`src/rtl/timer_irq_ctrl.sv`:
```
// Timer0 interrupt controller.
// Watches the TIFR/TIMSK images and the global interrupt enable, arbitrates
// the three Timer0 sources with a fixed priority, and presents one vector to
// the CPU. When the CPU takes the vector, the controller emits a one-cycle
// hardware-clear strobe for the flag. It then idles one cycle so the TIFR
// write-back lands before the controller re-arbitrates.
module timer_irq_ctrl #(
  parameter int DATA_WIDTH = 8,
  parameter int VEC_COMPA  = 9,
  parameter int VEC_COMPB  = 10,
  parameter int VEC_OVF    = 11
) (
  input  logic                  clk,
  input  logic                  reset,
  input  logic [DATA_WIDTH-1:0] mem_tifr,
  input  logic [DATA_WIDTH-1:0] mem_timsk,
  input  logic                  sreg_i,
  input  logic                  irq_ack,
  output logic                  irq_req,
  output logic [3:0]            irq_vector,
  output logic                  tifr_clr,
  output logic [DATA_WIDTH-1:0] tifr_clr_mask
);

  // Flag bit positions inside TIFR/TIMSK.
  localparam logic [1:0] BIT_TOV0  = 2'd0;
  localparam logic [1:0] BIT_OCF0A = 2'd1;
  localparam logic [1:0] BIT_OCF0B = 2'd2;

  localparam logic [3:0] VEC_A = 4'(VEC_COMPA);
  localparam logic [3:0] VEC_B = 4'(VEC_COMPB);
  localparam logic [3:0] VEC_O = 4'(VEC_OVF);

  typedef enum logic [1:0] {
    IDLE  = 2'd0,
    PEND  = 2'd1,
    CLR   = 2'd2,
    GUARD = 2'd3
  } state_t;

  state_t     state_reg, state_next;
  logic [1:0] src_reg, src_next;   // latched TIFR bit index of the winner
  logic [3:0] vec_reg, vec_next;   // latched vector of the winner

  logic [2:0] pend;
  logic       any_pend;
  logic [1:0] win_bit;
  logic [3:0] win_vec;
  logic       src_pending;

  // Only bits 2:0 are Timer0 sources; the rest of the bus is not used here.
  generate
    if (DATA_WIDTH > 3) begin : g_unused
      logic unused_upper;
      assign unused_upper = ^{mem_tifr[DATA_WIDTH-1:3], mem_timsk[DATA_WIDTH-1:3]};
    end
  endgenerate

  // Per-source pending: flag AND enable AND global interrupt enable.
  assign pend     = mem_tifr[2:0] & mem_timsk[2:0] & {3{sreg_i}};
  assign any_pend = |pend;

  // Fixed priority arbitration: compare-A, then compare-B, then overflow.
  always_comb begin
    win_bit = BIT_TOV0;
    win_vec = VEC_O;
    if (pend[BIT_OCF0A]) begin
      win_bit = BIT_OCF0A;
      win_vec = VEC_A;
    end else if (pend[BIT_OCF0B]) begin
      win_bit = BIT_OCF0B;
      win_vec = VEC_B;
    end
  end

  // Is the source latched at request time still pending now?
  always_comb begin
    src_pending = 1'b0;
    case (src_reg)
      BIT_TOV0:  src_pending = pend[0];
      BIT_OCF0A: src_pending = pend[1];
      BIT_OCF0B: src_pending = pend[2];
      default:   src_pending = 1'b0;
    endcase
  end

  // State and latched-source registers; reset aborts any request in flight.
  always_ff @(posedge clk or negedge reset) begin
    if (!reset) begin
      state_reg <= IDLE;
      src_reg   <= 2'd0;
      vec_reg   <= 4'd0;
    end else begin
      state_reg <= state_next;
      src_reg   <= src_next;
      vec_reg   <= vec_next;
    end
  end

  // Next-state logic. The latch only loads in IDLE, so a higher-priority
  // source appearing during PEND cannot displace the presented vector.
  always_comb begin
    state_next = state_reg;
    src_next   = src_reg;
    vec_next   = vec_reg;
    case (state_reg)
      IDLE: begin
        if (any_pend) begin
          state_next = PEND;
          src_next   = win_bit;
          vec_next   = win_vec;
        end
      end
      PEND: begin
        // Acknowledge takes precedence over a simultaneous withdraw.
        if (irq_ack) begin
          state_next = CLR;
        end else if (!src_pending) begin
          state_next = IDLE;
        end
      end
      CLR: begin
        state_next = GUARD;
      end
      GUARD: begin
        state_next = IDLE;
      end
      default: begin
        state_next = IDLE;
      end
    endcase
  end

  // Outputs are decoded purely from registers, so they are glitch-free and
  // drop to zero as soon as reset forces the state register to IDLE.
  always_comb begin
    irq_req       = (state_reg == PEND);
    irq_vector    = (state_reg == PEND) ? vec_reg : 4'd0;
    tifr_clr      = (state_reg == CLR);
    tifr_clr_mask = '0;
    if (state_reg == CLR) begin
      tifr_clr_mask[src_reg] = 1'b1;
    end
  end

endmodule

```
`config.mk`:
```
export PLATFORM = sky130hd
export DESIGN_NAME = timer_irq_ctrl
export DESIGN_NICKNAME = d
export VERILOG_FILES = /design/src/rtl/timer_irq_ctrl.sv
export SDC_FILE = /design/constraint.sdc
export NUM_CORES = 1
export LEC_CHECK = 0
export CAP_MARGIN = 10
export CELL_PAD_IN_SITES_DETAIL_PLACEMENT = 1
export CELL_PAD_IN_SITES_GLOBAL_PLACEMENT = 1
export CORE_ASPECT_RATIO = 1.2
export CORE_UTILIZATION = 19
export DETAILED_ROUTE_END_ITERATION = 7
export GPL_TIMING_DRIVEN = 0
export PLACE_DENSITY = 0.82
export SLEW_MARGIN = 20
export SYNTH_ARGS = -nofsm -noshare
export SYNTH_HDL_FRONTEND = slang
export SYNTH_SLANG_ARGS = --single-unit
```
`constraint.sdc`:
```
create_clock -name clk -period 0.9 [get_ports clk]
set_input_delay 0.18 -clock clk [delete_from_list [all_inputs] [get_ports clk]]
set_output_delay 0.18 -clock clk [all_outputs]
set_load 0.01 [all_outputs]
```
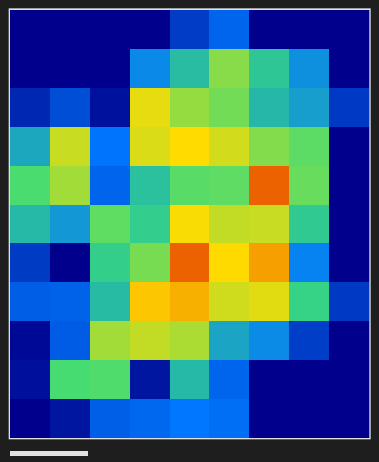
Fig. 1. Local utilization.
Scale bar: 10 µm. The die is cut into 9 by 11 equal tiles; dark blue is low, red is high, 0 to 100% covered.
tiles over 75% full = 7.1%
nearly empty tiles = 25%
emptiest ninth of the die = upper left
fullest tile = 89%
mean over tiles = 33%

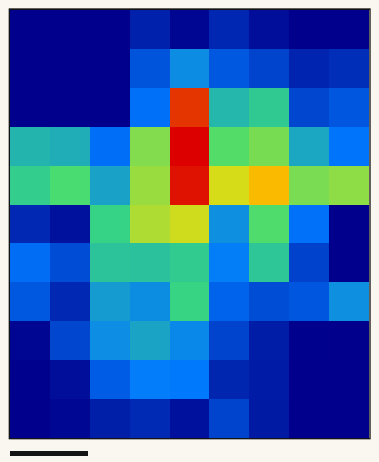
Fig. 2. Routed metal per tile.
Scale bar: 10 µm. The die is cut into 9 by 11 equal tiles; dark blue is low, red is high, scaled to the fullest tile. Values are wire area over tile area, all layers added.
mean over tiles = 0.092
tiles over half the peak = 15%
fullest tile = 0.38
nearly empty tiles = 24%
densest ninth of the die = center
GR Util All Layers: 0.124
drt total wl: 1.44 mm

==> reports/results.tsv <==
stage	metric	value	unit
status	status	complete, but fails checks	
status	failing checks	negative setup slack	
setup_path	Worst Path Required	0.72	ns
logic_synthesis	sequential-to-total area share from yosys stat	0.400	
logic_synthesis	Synth area leaders	dfrtp_1 40%, buf_4 8.6%, and3_1 5.7%	
pwr	Sw Ratio	0.359	
setup_path	Reg2Reg Setup Slack	-0.39	ns
pwr	Top pwr grp	combinational cells	
clock_network	CTS Sinks	7	
run	Max Cap Viol	0	
detailed_routing	DR DRC count	0	
floorplanning	floorplan utilization	0.207	
placement	dpl hpwl	905	µm
setup_path	startpoint types	flip-flop	
global_routing	first-pass GRT wire length	2.08	mm
pwr	LEAKAGE	0.438	nW
final_layout	FILL cells	269	
logic_synthesis	yosys cell count	47	
final_layout	register area	178	µm²
logic_synthesis	yosys warns	0	
sta	Setup WS post-layout	-0.605	ns
run	Tool Warnings	39	
sta	RSZ-0062 raised after global routing	yes	
floorplanning	die area	2500	µm²
floorplanning	Chip Height	54.6	µm
final_layout	synthesis-to-finish area growth	96.3	%
logic_synthesis	Adder Area Share	0	
logic_synthesis	flip-flops with a built-in enable	0	
global_routing	largest net degree at the start of global routing	9	
setup_path	CP top delay family	flip-flops	
logic_synthesis	Post-synth ARST share	1.00	
detailed_routing	ANT nets after route	0	
detailed_routing	Iter 0 DRT Violations	0	
sta	final number of setup-violating endpoints	16	
setup_path	Worst Path Max Fanout	3	
logic_synthesis	cell count after synthesis	47	
logic_synthesis	synthesized area	438	µm²
setup_path	FF-to-FF End	state_reg[0]	
sta	Setup Skew	0.00351	ns
logic_synthesis	Simple-Gate Fraction of Synth Area	0.303	
logic_synthesis	Synth area leader	dfrtp_1	
logic_synthesis	Synth top cell by count	dfrtp_1	
sta	Achievable Freq	664	MHz
logic_synthesis	aoi share	0.186	
clock_network	number of buffers created by CTS	3	
logic_synthesis	yosys stat chip area	438	µm²
logic_synthesis	Post-synth top cells	7 x dfrtp_1, 5 x buf_4, 4 x and3_1	
floorplanning	Die Wd	45.8	µm
pwr	Logic power comb	1.50	mW
sta	hold_ws	0.174	ns
placement	Post-Place Cells	99	
clock_network	CTS tree	done	
setup_path	WP depth	4	
setup_path	Worst setup EP type	output pin	
logic_synthesis	xor/xnor share	0	
final_layout	# diodes	0	
pwr	Internal Pwr Total	1.54	mW
pwr	P per Cell Area	2800	nW/µm²
setup_path	Crit path buffers/inverters	2	
clock_network	hold_buf cts	0	
setup_path	Worst Reg-to-Reg Cells	6	
detailed_routing	drt via density	4.35	
placement	GP Congestion	0.778	
pwr	clock-net power	0.296	mW
pwr	Combinational Power Share	0.622	
sta	period utilization	1.67	
logic_synthesis	mux share	0	
placement	Port Buffers	18	
clock_network	clk latency late pin	0.26	ns
floorplanning	I/O Pins	34	
detailed_routing	Vias	505	
final_layout	Gate Area	295	µm²
detailed_routing	routed len/inst	12.4	µm
detailed_routing	first drt pass iteration count	1	
logic_synthesis	syn avg cell area	9.32	µm²
setup_path	CP Class	flip-flop to output pin	
clock_network	Root Buffer	clkbuf_4	
global_routing	initial antenna violation count	0	
pwr	Seq. pwr	0.614	mW
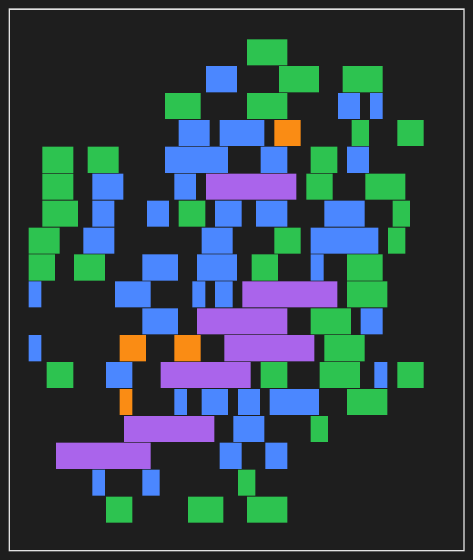
Fig. 3. Cell classes on the final placement.
orange -> clock drivers and dummy loads  # cells 4, share of their area 3.2%
purple -> flops  # cells 7, share of their area 22%
green -> other buffers and delay cells  # cells 36, share of their area 38%
blue -> all other logic  # cells 39, share of their area 37%
# rows: 18
post-layout util: 0.406
flop share of the area: 0.207
Final Cell Area: 860 µm²
Core Region: 2120 µm²

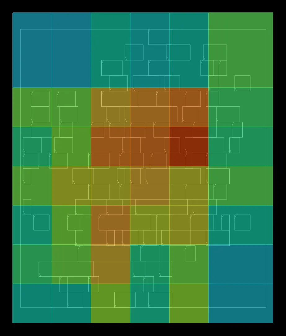
Fig. 4. Congestion heat map.
GR Util met1: 0.124
GR peak layer: met2
GR Util met3: 0.0429

placed cells by master (no fill, tap or decap):
master and instances:
nor2b_4 1, nor2_2 1, or2_1 1, nor3b_2 1, dfrtp_2 2, o2111ai_1 1
clkbuf_4 3, a31o_4 1, and4b_1 1, and2_4 1, nor2_4 1, and2_0 1
and2_1 2, nand4b_1 1, nor3b_4 1, nand2_1 1, clkbuf_1 1, and2b_2 1
dlygate4sd2_1 5, dfrtp_1 5, a21o_1 2, conb_1 5, nand2_2 1, nand3_2 1
and3_4 1, o21a_1 1, o211a_1 1, and3_1 3, inv_1 2, buf_2 5
o211ai_1 1, a22o_1 1, a21oi_1 1, o21ai_1 1, clkdlybuf4s50_1 4, buf_4 11
a21oi_2 1, and3b_1 1, buf_6 11
timing repair:
| item | 4_1_cts | 5_1_grt |
|---|---|---|
| resized | 57 | 6 |
| endpoints found under the setup margin | 16 | 16 |
| pin swaps | 9 | 3 |
| buffers inserted | 10 | 4 |
logic make-up after synthesis:
logic type | Yosys count
other cells | 1
flops | 7
buf+inv | 7
simple gates | 21
compound gates | 11
worst register-to-register path: cells and delay by family (launching register included):
family | cells | cell delay [ns]
compound gates | 3 | 0.40
buf+inv | 3 | 0.35
flops | 1 | 0.42
per-layer routing:
layer / up-vias / track usage / wire [µm]
li1: 238 / - / -
met1: 245 / 0.124 / 492
met2: 20 / 0.219 / 826
met3: 2 / 0.0429 / 100
met4: 0 / 0.0735 / 21
met5: - / 0 / 0
final cells by class:
type	count	share of cell area
Inverter	2	0.00873
Timing Repair Buffer	31	0.323
Sequential cell	7	0.207
Tap cell	30	0.0437
Clock buffer	4	0.0306
Buffer	5	0.0437
Multi-Input combinational cell	37	0.344
No activity file was given, so power comes from the tool's default toggle rates.
